### Cell placement, run 1

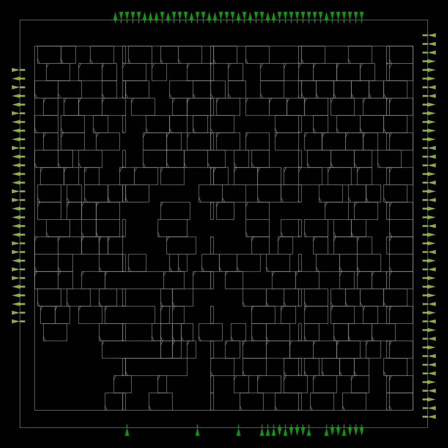
### Wire density map, run 1

The die is cut into 13 by 13 equal tiles; black is low, pale yellow is high, scaled to the fullest tile. Values are wire area over tile area, all layers added.
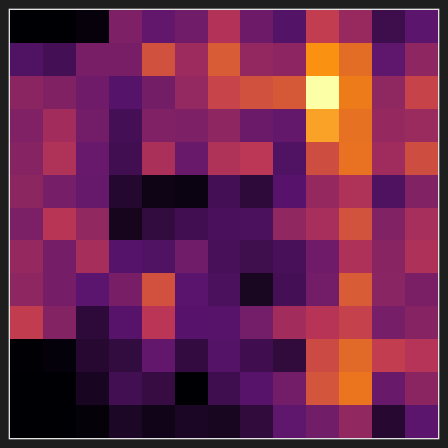
### Cell classes on the final placement, run 1

The bar under the picture is 20 µm long. Fill, decap, tap and diode cells in gray.
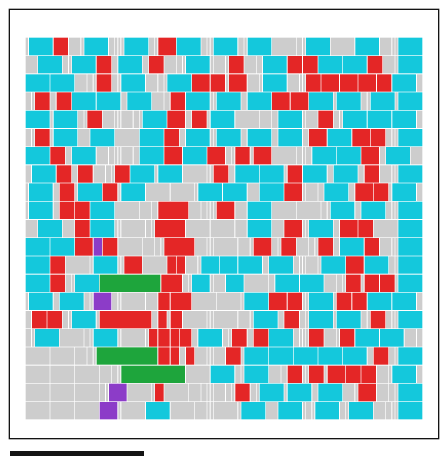
### Routed metal, one color a layer, run 1

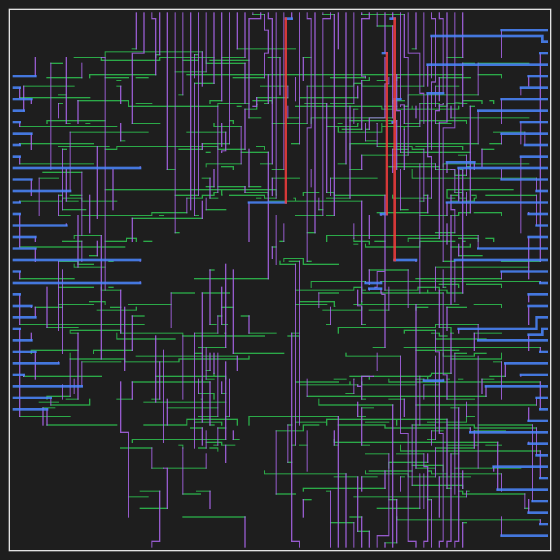
<file path="src/rtl/wb_arb_pkg.sv">
// Shared types for the two-master Wishbone arbiter: grant-state encoding and
// master index constants.
package wb_arb_pkg;

  typedef enum logic [1:0] {
    IDLE   = 2'd0,
    GRANT0 = 2'd1,
    GRANT1 = 2'd2
  } arb_state_e;

  localparam logic MASTER0 = 1'b0;
  localparam logic MASTER1 = 1'b1;

endpackage : wb_arb_pkg

</file>
<file path="src/rtl/wb_arbiter_2.sv">
// Two-master pipelined Wishbone arbiter: grants one whole wb_cyc burst at a
// time, round-robin on contention, with one IDLE cycle between owners.
module wb_arbiter_2
  import wb_arb_pkg::*;
#(
  parameter int G_ADDR_SIZE = 8,
  parameter int G_DATA_SIZE = 16
) (
  input  logic                   clk_i,
  input  logic                   rst_i,
  // master 0
  input  logic                   s0_wb_cyc_i,
  output logic                   s0_wb_stall_o,
  input  logic                   s0_wb_stb_i,
  output logic                   s0_wb_ack_o,
  input  logic                   s0_wb_we_i,
  input  logic [G_ADDR_SIZE-1:0] s0_wb_addr_i,
  input  logic [G_DATA_SIZE-1:0] s0_wb_data_i,
  output logic [G_DATA_SIZE-1:0] s0_wb_data_o,
  // master 1
  input  logic                   s1_wb_cyc_i,
  output logic                   s1_wb_stall_o,
  input  logic                   s1_wb_stb_i,
  output logic                   s1_wb_ack_o,
  input  logic                   s1_wb_we_i,
  input  logic [G_ADDR_SIZE-1:0] s1_wb_addr_i,
  input  logic [G_DATA_SIZE-1:0] s1_wb_data_i,
  output logic [G_DATA_SIZE-1:0] s1_wb_data_o,
  // shared slave
  output logic                   m_wb_cyc_o,
  input  logic                   m_wb_stall_i,
  output logic                   m_wb_stb_o,
  input  logic                   m_wb_ack_i,
  output logic                   m_wb_we_o,
  output logic [G_ADDR_SIZE-1:0] m_wb_addr_o,
  output logic [G_DATA_SIZE-1:0] m_wb_data_o,
  input  logic [G_DATA_SIZE-1:0] m_wb_data_i
);

  arb_state_e state_q, state_d;
  logic       last_q, last_d;

  // NOTE: state flops use non-blocking assignments so every flop samples
  // pre-edge values regardless of process ordering.
  always_ff @(posedge clk_i or posedge rst_i) begin
    if (rst_i) begin
      state_q <= IDLE;
      last_q  <= MASTER1;
    end else begin
      state_q <= state_d;
      last_q  <= last_d;
    end
  end

  // A grant is only issued from IDLE, so a handover always costs one dead
  // cycle and a stale slave ack can never reach the new owner.
  always_comb begin
    // NOTE: defaults first so no path through the case leaves a latch.
    state_d = state_q;
    last_d  = last_q;
    unique case (state_q)
      IDLE: begin
        if (s0_wb_cyc_i && (!s1_wb_cyc_i || last_q == MASTER1)) begin
          state_d = GRANT0;
          last_d  = MASTER0;
        end else if (s1_wb_cyc_i) begin
          state_d = GRANT1;
          last_d  = MASTER1;
        end
      end
      GRANT0:  if (!s0_wb_cyc_i) state_d = IDLE;
      GRANT1:  if (!s1_wb_cyc_i) state_d = IDLE;
      default: state_d = IDLE;
    endcase
  end

  always_comb begin
    m_wb_cyc_o    = 1'b0;
    m_wb_stb_o    = 1'b0;
    m_wb_we_o     = 1'b0;
    m_wb_addr_o   = '0;
    m_wb_data_o   = '0;
    s0_wb_stall_o = 1'b1;
    s0_wb_ack_o   = 1'b0;
    s0_wb_data_o  = '0;
    s1_wb_stall_o = 1'b1;
    s1_wb_ack_o   = 1'b0;
    s1_wb_data_o  = '0;
    unique case (state_q)
      GRANT0: begin
        m_wb_cyc_o    = s0_wb_cyc_i;
        m_wb_stb_o    = s0_wb_stb_i;
        m_wb_we_o     = s0_wb_we_i;
        m_wb_addr_o   = s0_wb_addr_i;
        m_wb_data_o   = s0_wb_data_i;
        s0_wb_stall_o = m_wb_stall_i;
        s0_wb_ack_o   = m_wb_ack_i;
        s0_wb_data_o  = m_wb_data_i;
      end
      GRANT1: begin
        m_wb_cyc_o    = s1_wb_cyc_i;
        m_wb_stb_o    = s1_wb_stb_i;
        m_wb_we_o     = s1_wb_we_i;
        m_wb_addr_o   = s1_wb_addr_i;
        m_wb_data_o   = s1_wb_data_i;
        s1_wb_stall_o = m_wb_stall_i;
        s1_wb_ack_o   = m_wb_ack_i;
        s1_wb_data_o  = m_wb_data_i;
      end
      default: ;
    endcase
  end

endmodule : wb_arbiter_2

</file>
<file path="config.mk">
export PLATFORM = sky130hd
export DESIGN_NAME = wb_arbiter_2
export DESIGN_NICKNAME = d
export VERILOG_FILES = /design/src/rtl/wb_arb_pkg.sv /design/src/rtl/wb_arbiter_2.sv
export SDC_FILE = /design/constraint.sdc
export NUM_CORES = 1
export LEC_CHECK = 0
export CORE_MARGIN = 2
export CORE_UTILIZATION = 24
export CTS_CLUSTER_DIAMETER = 100
export CTS_CLUSTER_SIZE = 16
export DETAILED_ROUTE_END_ITERATION = 10
export GPL_ROUTABILITY_DRIVEN = 0
export PLACE_DENSITY = 0.82
export SETUP_SLACK_MARGIN = 0.1
export SLEW_MARGIN = 0
export SYNTH_ARGS = -nofsm -noshare
export SYNTH_HDL_FRONTEND = slang
export SYNTH_SLANG_ARGS = --single-unit
</file>
<file path="constraint.sdc">
create_clock -name clk_i -period 3.13 [get_ports clk_i]
set_clock_uncertainty 0.05 [all_clocks]
set_input_delay 0.313 -clock clk_i [delete_from_list [all_inputs] [get_ports clk_i]]
set_output_delay 0.313 -clock clk_i [all_outputs]
set_load 0.03 [all_outputs]
</file>
==> Slide: Implementation Results, run 1 <==
Run Summary

STA
  • Final Setup Violations: 0
  • Max-slew violations: 0
  • Fmax: 379.2 MHz
  • Hold Vio Cnt, Final: 0
  • Max_slew headroom: between 50% and 60%
  • Crit share post-route: approximately 84%
  • Post-route setup slack: slightly below 0.5 ns
  • Worst Max-Slew Pin Slew: 0.6362 ns
  • RSZ-0062 raised after global routing: no

Logic synthesis
  • Comb area leader: simple AND/OR/NAND/NOR gates
  • Post-synthesis cell area: 862.1 µm²
  • Top-area cell share: between 20% and 30%
  • Dominant flop cell: dfrtp_1
  • Fraction of registers with async set or reset after synthesis: 100.0%
  • Synth warnings: 0
  • Flops & latches, synth: 3
  • Largest cells by area: and2_1, a22oi_1, nor2b_1
  • Post-Syn Area per Cell: approximately 7 µm²
  • Yosys Instances: around 120
  • Seq share, synth: between 8 and 9%

Power
  • Power Internal: 0.0007766 W
  • Sw power: 0.0008339 W
  • Power Density: 708.4 mW/mm²
  • Sequential Power: about 0.000075 W
  • Switching share of power: between 50% and 60%
  • Part of the power in the clock network: 4.1%

Setup path
  • Worst reg2reg path startpoint: state_q[0]
  • Crit. path cell count: 4
  • Worst R2R Setup Slack: roughly 1.6 ns
  • Worst EP arrival: between 2 and 2.5 ns
  • R2r worst-path depth: 6
  • CP startpoint kind: register
  • Crit-path max cell delay: 0.70 ns
  • Worst path bufs/invs: 2
  • Crit. Startpoint: state_q[0]
  • Crit path max fanout: 27
  • CP Cell Sequence: inv_1 > ha_1 > nor2b_1 > clkdlybuf4s50_1
  • Reg2reg end: state_q[1]
  • CP required: between 2 and 3 ns

Final layout
  • Logic share of the area: between 30 and 40%
  • Flip-flops: 3
  • Count of non-CTS inverters in the layout: 5
  • Layout clock area frac: 1.156%
  • Non-clk bufs: about 140
  • Comb gate area: between 700 and 800 µm²
  • Dominant kind of cell: buffers
  • Combinational Gates: a little over 100
  • Final std cells w/o fill: approximately 300
  • Synth-to-Final Area Change: 163.7%

Hold path
  • Min-Delay Path Class: in -> async

Placement
  • Post-DP HPWL: between 3000 and 4000 µm
  • Port bufs: between 100 and 150

Floorplanning
  • Die area: 0.004088 mm²
  • Pre-Place Util: 25.43%
  • IO Pins: roughly 140
  • Die X: ~64 µm

Route
  • Final ANT Viol Nets: 0
  • Iter 0 DRT Violations: 124
  • DR top layer: met4
  • Via density per instance: ~4.6
  • DR pass1 iterations: 4
  • Met2 WL post-DR: between 1500 and 2000 µm

Job
  • Max-cap violation count: 0

Global routing
  • Largest net degree at the start of global routing: 29
  • Initial antenna violation count: 0

Clocking
  • H-Tree Depth: 1
  • Count of cells resized by post-cts repair: 0
  • Late-Pin Clk Latency: 0.23 ns
  • Cts hold-fix bufs: 0
  • CTS tree: yes

Run status
  • Status: finished, final reports clean
## Picture notes: 'Cell placement'
CORE AREA: 0.003390 mm²
num rows: 21

## Picture notes: 'Wire density map'
- fullest tile: 0.52
- emptiest ninth of the die: lower left
- mean over tiles: 0.17
- densest ninth of the die: upper right
- nearly empty tiles: 6.5%
routed wire length per instance: 13.70 µm
routed via count: 1394
GRT Resource Usage Total: 18.78%
final WL: 4123 µm

## Picture notes: 'Cell classes on the final placement'
- purple: clock drivers and dummy loads (cells 4)
- green: flip-flops (cells 3)
- cyan: other buffers and delay cells (cells 140)
- red: all other logic (cells 108)
Finished Cell Area: 0.002273 mm²
register share of the cell area: 3.357%
utilization after layout: 67.07%

## Picture notes: 'Routed metal, one color a layer'
- green: met1 (wire length 1740 µm)
- red: met4 (wire length 69.4 µm)
- purple: met2 (wire length 1970 µm)
- blue: met3 (wire length 342 µm)

==> run 1: state kept, by name (all words and copies together) (netlist names) <==
name and flops:
last_q 1, state_q 2
==> run 1: routing by layer <==
layer,track usage (%),up-vias
li1,-,684
met1,23.22,611
met2,33.07,93
met3,3.345,6
met4,5.163,0
met5,0,-
==> run 1: placed cells by master, fill, tap and decap left out <==
cell type	instances
a22oi_4	1
a21oi_1	2
dfstp_2	1
buf_4	4
nor2b_1	26
dfrtp_1	2
ha_1	3
o21ai_1	2
nand2b_1	2
and2b_1	1
clkdlybuf4s50_1	136
clkbuf_1	1
clkbuf_4	3
nand2_1	3
and2_1	34
a22o_1	2
inv_1	5
o21ai_0	1
a22oi_1	26
### The metal 1 layer, run 1

Supply wires on this layer in gray.
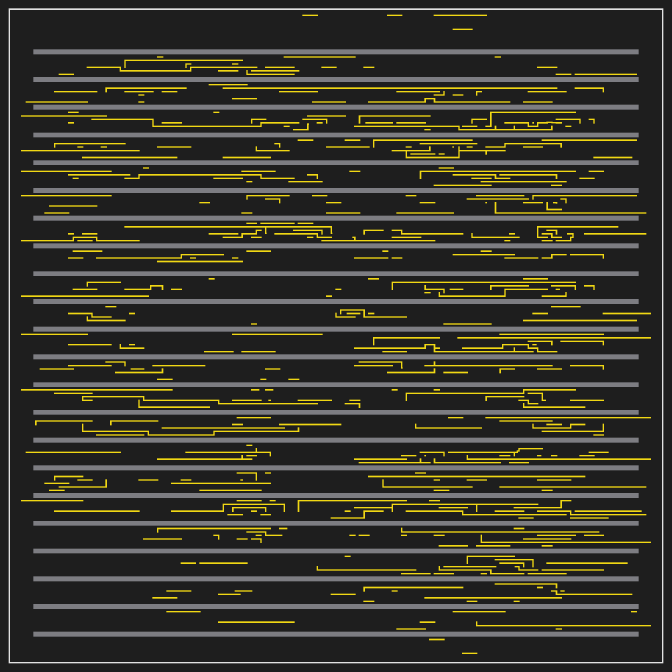

## Run 2: what changed since run 1
--- a/config.mk
+++ b/config.mk
@@ -6,12 +6,12 @@
 export NUM_CORES = 1
 export LEC_CHECK = 0
 export CORE_MARGIN = 2
-export CORE_UTILIZATION = 24
+export CORE_UTILIZATION = 20
 export CTS_CLUSTER_DIAMETER = 100
 export CTS_CLUSTER_SIZE = 16
 export DETAILED_ROUTE_END_ITERATION = 10
 export GPL_ROUTABILITY_DRIVEN = 0
-export PLACE_DENSITY = 0.82
+export PLACE_DENSITY = 0.73
 export SETUP_SLACK_MARGIN = 0.1
 export SLEW_MARGIN = 0
 export SYNTH_ARGS = -nofsm -noshare
==> constraint.sdc (replaced) <==
create_clock -name clk_i -period 2.4 [get_ports clk_i]
set_clock_uncertainty 0.05 [all_clocks]
set_input_delay 0.24 -clock clk_i [delete_from_list [all_inputs] [get_ports clk_i]]
set_output_delay 0.24 -clock clk_i [all_outputs]
set_load 0.03 [all_outputs]
### The metal 1 layer, run 2

Supply wires on this layer in gray.
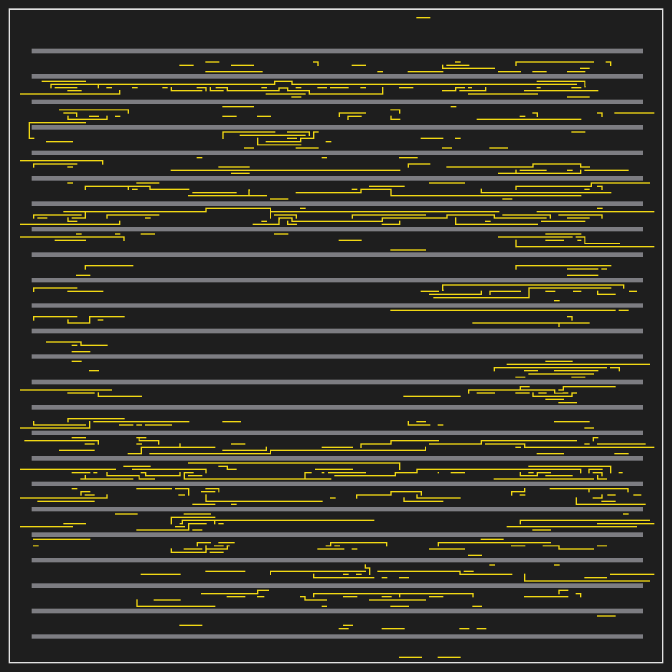
- wire length on this layer: 1640 µm
- share of all routed wire: 42%
- main direction: horizontal
- longest straight run: 30.4 µm

==> Slide: Implementation Results, run 2 <==
Run Summary

Power
  • Power Density: 966.6 mW/mm² (was 708.4 mW/mm²)
  • Switching share of power: 53.16% (was 51.78%)
  • Part of the power in the clock network: 7.0% (was 4.1%)
  • Sw power: 0.001106 W (was 0.0008339 W)
  • Power Internal: 0.0009744 W (was 0.0007766 W)
  • Sequential Power: 0.0000990 W (was 0.0000748 W)

Route
  • Final WL: 3868 µm (was 4123 µm)
  • Final ANT Viol Nets: 0 (unchanged)
  • DR pass1 iterations: 4 (unchanged)
  • Met2 WL post-DR: 1739 µm (was 1969 µm)
  • Routed wire length per instance: 12.64 µm (was 13.70 µm)
  • DRC errors left: 0 (unchanged)
  • Iter 0 DRT Violations: 34 (was 124)
  • Routed via count: 1358 (was 1394)

Setup path
  • R2r worst-path depth: 6 (unchanged)
  • Worst reg2reg path startpoint: state_q[0] (unchanged)
  • Worst R2R Setup Slack: 0.82 ns (was 1.60 ns)
  • Crit path max fanout: 29 (was 27)
  • CP startpoint kind: register (unchanged)
  • Worst EP arrival: 1.73 ns (was 2.27 ns)
  • Reg2reg end: state_q[1] (unchanged)
  • Crit. Startpoint: state_q[0] (unchanged)
  • Crit. path cell count: 6 (was 4)
  • CP required: 2.11 ns (was 2.77 ns)
  • Worst path bufs/invs: 3 (was 2)
  • Crit-path max cell delay: 0.37 ns (was 0.70 ns)

Hold path
  • Min-Delay Path Class: in -> async (unchanged)

Job
  • Max-cap violation count: 0 (unchanged)

Final layout
  • Most flops, register: state_q (unchanged)
  • Largest regs: state_q x2, last_q x1 (unchanged)
  • Commonest Layout Cell: clkdlybuf4s50_1 (unchanged)
  • Final std cells w/o fill: 306 (was 301)
  • Synth-to-Final Area Change: 149.6% (was 163.7%)
  • Most frequent cells in the layout: clkdlybuf4s50_1, buf_4, and2_1 (was clkdlybuf4s50_1, and2_1, a22oi_1, nor2b_1, inv_1)
  • Ratio of cells with drive above 1 in the final layout: 27.73% (was 3.529%)

STA
  • Fmax: 495.8 MHz
  • RSZ-0062 raised after global routing: no (unchanged)
  • Post-route setup slack: 0.3829 ns (was 0.4932 ns)
  • Max-slew violations: 0 (unchanged)
  • Worst Max-Slew Pin Slew: 0.3287 ns (was 0.6362 ns)
  • Max_slew headroom: 78.02% (was 57.59%)
  • Final Setup Violations: 0 (unchanged)
  • Crit share post-route: a little over four fifths
  • Hold Vio Cnt, Final: 0 (unchanged)

Global routing
  • Met1 global-route usage: 18.61% (was 23.22%)
  • Busiest grt layer: met2 (unchanged)
  • Met3 Resource Use GR: 4.651% (was 3.345%)
  • Initial antenna violation count: 0 (unchanged)
  • Largest net degree at the start of global routing: 30 (was 29)
  • GRT Resource Usage Total: 15.07% (was 18.78%)
  • Met2 usage: 25.64% (was 33.07%)

Floorplanning
  • Die X: 69.66 µm (was 63.94 µm)
  • CORE AREA: 0.004086 mm² (was 0.003390 mm²)
  • Die area: 0.004852 mm² (was 0.004088 mm²)
  • Num rows: 23 (was 21)
  • Pre-Place Util: 21.10% (was 25.43%)
  • IO Pins: 137 (unchanged)

Logic synthesis
  • Post-Syn Area per Cell: 7.009 µm² (unchanged)
  • Post-synth top area cell: and2_1 (unchanged)
  • Dominant flop cell: dfrtp_1 (unchanged)
  • Seq share, synth: 8.853% (unchanged)
  • Netlist cell types: 19 (unchanged)
  • Yosys Instances: 123 (unchanged)
  • Top-area cell share: 24.67% (unchanged)
  • Post-synthesis cell area: 862.1 µm² (unchanged)
  • Fraction of registers with async set or reset after synthesis: 100.0% (unchanged)
  • Flops & latches, synth: 3 (unchanged)

Clocking
  • Count of cells resized by post-cts repair: 0 (unchanged)
  • H-Tree Depth: 1 (unchanged)
  • Late-Pin Clk Latency: 0.21 ns (was 0.23 ns)
  • CTS tree: yes (unchanged)

Placement
  • Port bufs: 136 (unchanged)

Run status
  • Status: finished, final reports clean (unchanged)
==> run 2: cell families (layout without fill, tap and decap cells) <==
kind of cell	Yosys count	in the layout	share of synthesized area, %
DFF	3	3	8.854
and+or+nand+nor	66	66	47.17
buffers and inverters	17	150	9.579
AOI/OAI and AO/OA	34	34	30.04
adders and majority gates	3	3	4.355
==> run 2: final cells by class <==
| cell class | count | area (µm²) |
|---|---|---|
| inverters | 5 | 18.77 |
| well taps | 50 | 62.56 |
| repair buffers | 141 | 1246 |
| fillers | 398 | 1934 |
| multi-input cells | 103 | 703.2 |
| flip-flops and latches | 3 | 76.32 |
| clock buffers | 4 | 45.04 |
==> run 2: metrics by stage <==
step	area (µm²)	utilization (%)
after floorplan	862.1	-
after global routing	2152	52.66
after detailed placement	2107	51.56
after global placement	2107	51.56
after CTS	2152	52.66
final	2152	52.66
### Cell placement, run 2

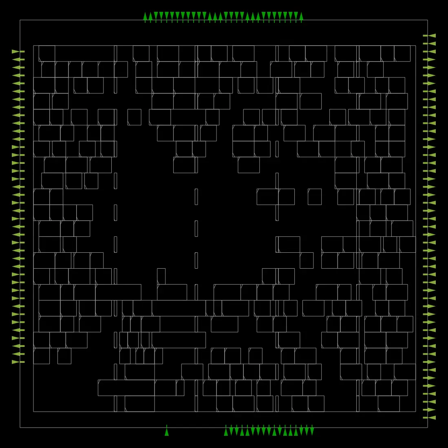

## Run 3: what changed since run 2
--- a/config.mk
+++ b/config.mk
@@ -6,12 +6,12 @@
 export NUM_CORES = 1
 export LEC_CHECK = 0
 export CORE_MARGIN = 2
-export CORE_UTILIZATION = 20
+export CORE_UTILIZATION = 23
 export CTS_CLUSTER_DIAMETER = 100
 export CTS_CLUSTER_SIZE = 16
 export DETAILED_ROUTE_END_ITERATION = 10
 export GPL_ROUTABILITY_DRIVEN = 0
-export PLACE_DENSITY = 0.73
+export PLACE_DENSITY = 0.79
 export SETUP_SLACK_MARGIN = 0.1
 export SLEW_MARGIN = 0
 export SYNTH_ARGS = -nofsm -noshare
==> constraint.sdc (replaced) <==
create_clock -name clk_i -period 2.02 [get_ports clk_i]
set_clock_uncertainty 0.05 [all_clocks]
set_input_delay 0.202 -clock clk_i [delete_from_list [all_inputs] [get_ports clk_i]]
set_output_delay 0.202 -clock clk_i [all_outputs]
set_load 0.03 [all_outputs]
### Cell placement, run 3

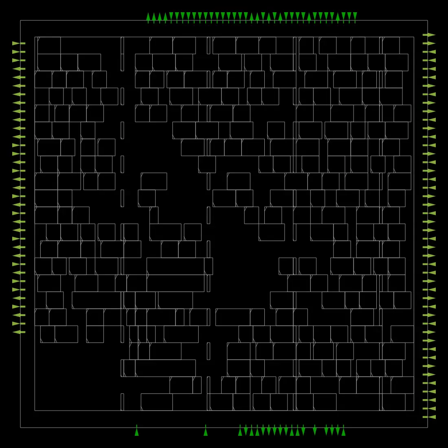
utilization after layout: 60.30%
# fillers: 353

==> Slide: Implementation Results, run 3 <==
Run Summary

Final layout
  • Register share of the cell area: 3.484% (was 3.547%)
  • Logic share of the area: 32.32% (was 32.67%)
  • Dominant kind of cell: buffers (unchanged)
  • Commonest Layout Cell: clkdlybuf4s50_1 (unchanged)
  • Comb gate area: 708.2 µm² (was 703.2 µm²)
  • Non-clock buffering overhead: 58.54% (was 57.91%)
  • Finished Cell Area: 0.002191 mm² (was 0.002152 mm²)
  • Clkbuf count: 4 (unchanged)
  • Combinational Gates: 103 (unchanged)

STA
  • Fmax: about 540 MHz
  • Final Setup Violations: 0 (unchanged)
  • RSZ-0062 raised after global routing: no (unchanged)
  • Hold Vio Cnt, Final: 0 (unchanged)
  • Crit share post-route: around 90%

Floorplanning
  • Tap cells: 48 (was 50)
  • CORE AREA: 0.003633 mm² (was 0.004086 mm²)
  • Pre-Place Util: 23.73% (was 21.10%)
  • Num rows: 22 (was 23)
  • IO Pins: 137 (unchanged)

Logic synthesis
  • Synth warnings: 0 (unchanged)
  • Post-Syn Area per Cell: 7.009 µm² (unchanged)
  • Netlist cell types: 19 (unchanged)
  • Top-area cell share: 24.67% (unchanged)
  • Seq share, synth: 8.853% (unchanged)
  • Flops & latches, synth: 3 (unchanged)

Hold path
  • Min-Delay Path Class: in -> async (unchanged)

Run status
  • Status: finished, final reports clean (unchanged)

Setup path
  • R2r worst-path depth: 7 (was 6)
  • Crit path max fanout: 3 (was 29)
  • Worst R2R Setup Slack: 0.48 ns (was 0.82 ns)
  • Crit-path max cell delay: 0.66 ns (was 0.37 ns)
  • Worst reg2reg path startpoint: state_q[0] (unchanged)

Global routing
  • GRT Resource Usage Total: 16.54% (was 15.07%)
  • Met3 Resource Use GR: 4.966% (was 4.651%)
  • Met2 usage: 28.95% (was 25.64%)
  • Busiest grt layer: met2 (unchanged)

Power
  • Part of the power in the clock network: 7.0% (about the same)
  • Sequential Power: 0.000118 W (was 0.0000990 W)
  • Power Internal: 0.001215 W (was 0.0009744 W)

Job
  • Max-cap violation count: 0 (unchanged)

Route
  • Met2 WL post-DR: 1871 µm (was 1739 µm)
  • DR top layer: met4 (unchanged)
  • Routed wire length per instance: 12.75 µm (was 12.64 µm)
  • Final WL: 3913 µm (was 3868 µm)

Clocking
  • H-Tree Depth: 1 (unchanged)
  • Count of cells resized by post-cts repair: 1 (was 0)
  • Cts hold-fix bufs: 0 (unchanged)

Placement
  • Post-DP Area: 0.002112 mm² (was 0.002107 mm²)
## run 3: cell counts after synthesis
Identical to the previous run, type by type.
## run 3: worst max-delay path by stage
stage	endpoint	from	cells after the start
after floorplan	m_wb_addr_o[5]	state_q[0]	4
after global placement	s1_wb_stall_o	m_wb_stall_i	3
after detailed placement	m_wb_addr_o[1]	state_q[0]	6
after CTS	m_wb_addr_o[1]	state_q[0]	6
after global routing	m_wb_data_o[6]	state_q[0]	6
final	s1_wb_stall_o	state_q[0]	4
## run 3: cell families (layout without fill, tap and decap cells)
group	count (synthesis)	count (layout)	share of synthesized area, %
compound gates	34	34	30.04
buf+inv	17	153	9.579
fa+ha+maj	3	3	4.355
simple gates	66	66	47.17
flops	3	3	8.854
Power is estimated from default activity; no workload was simulated.
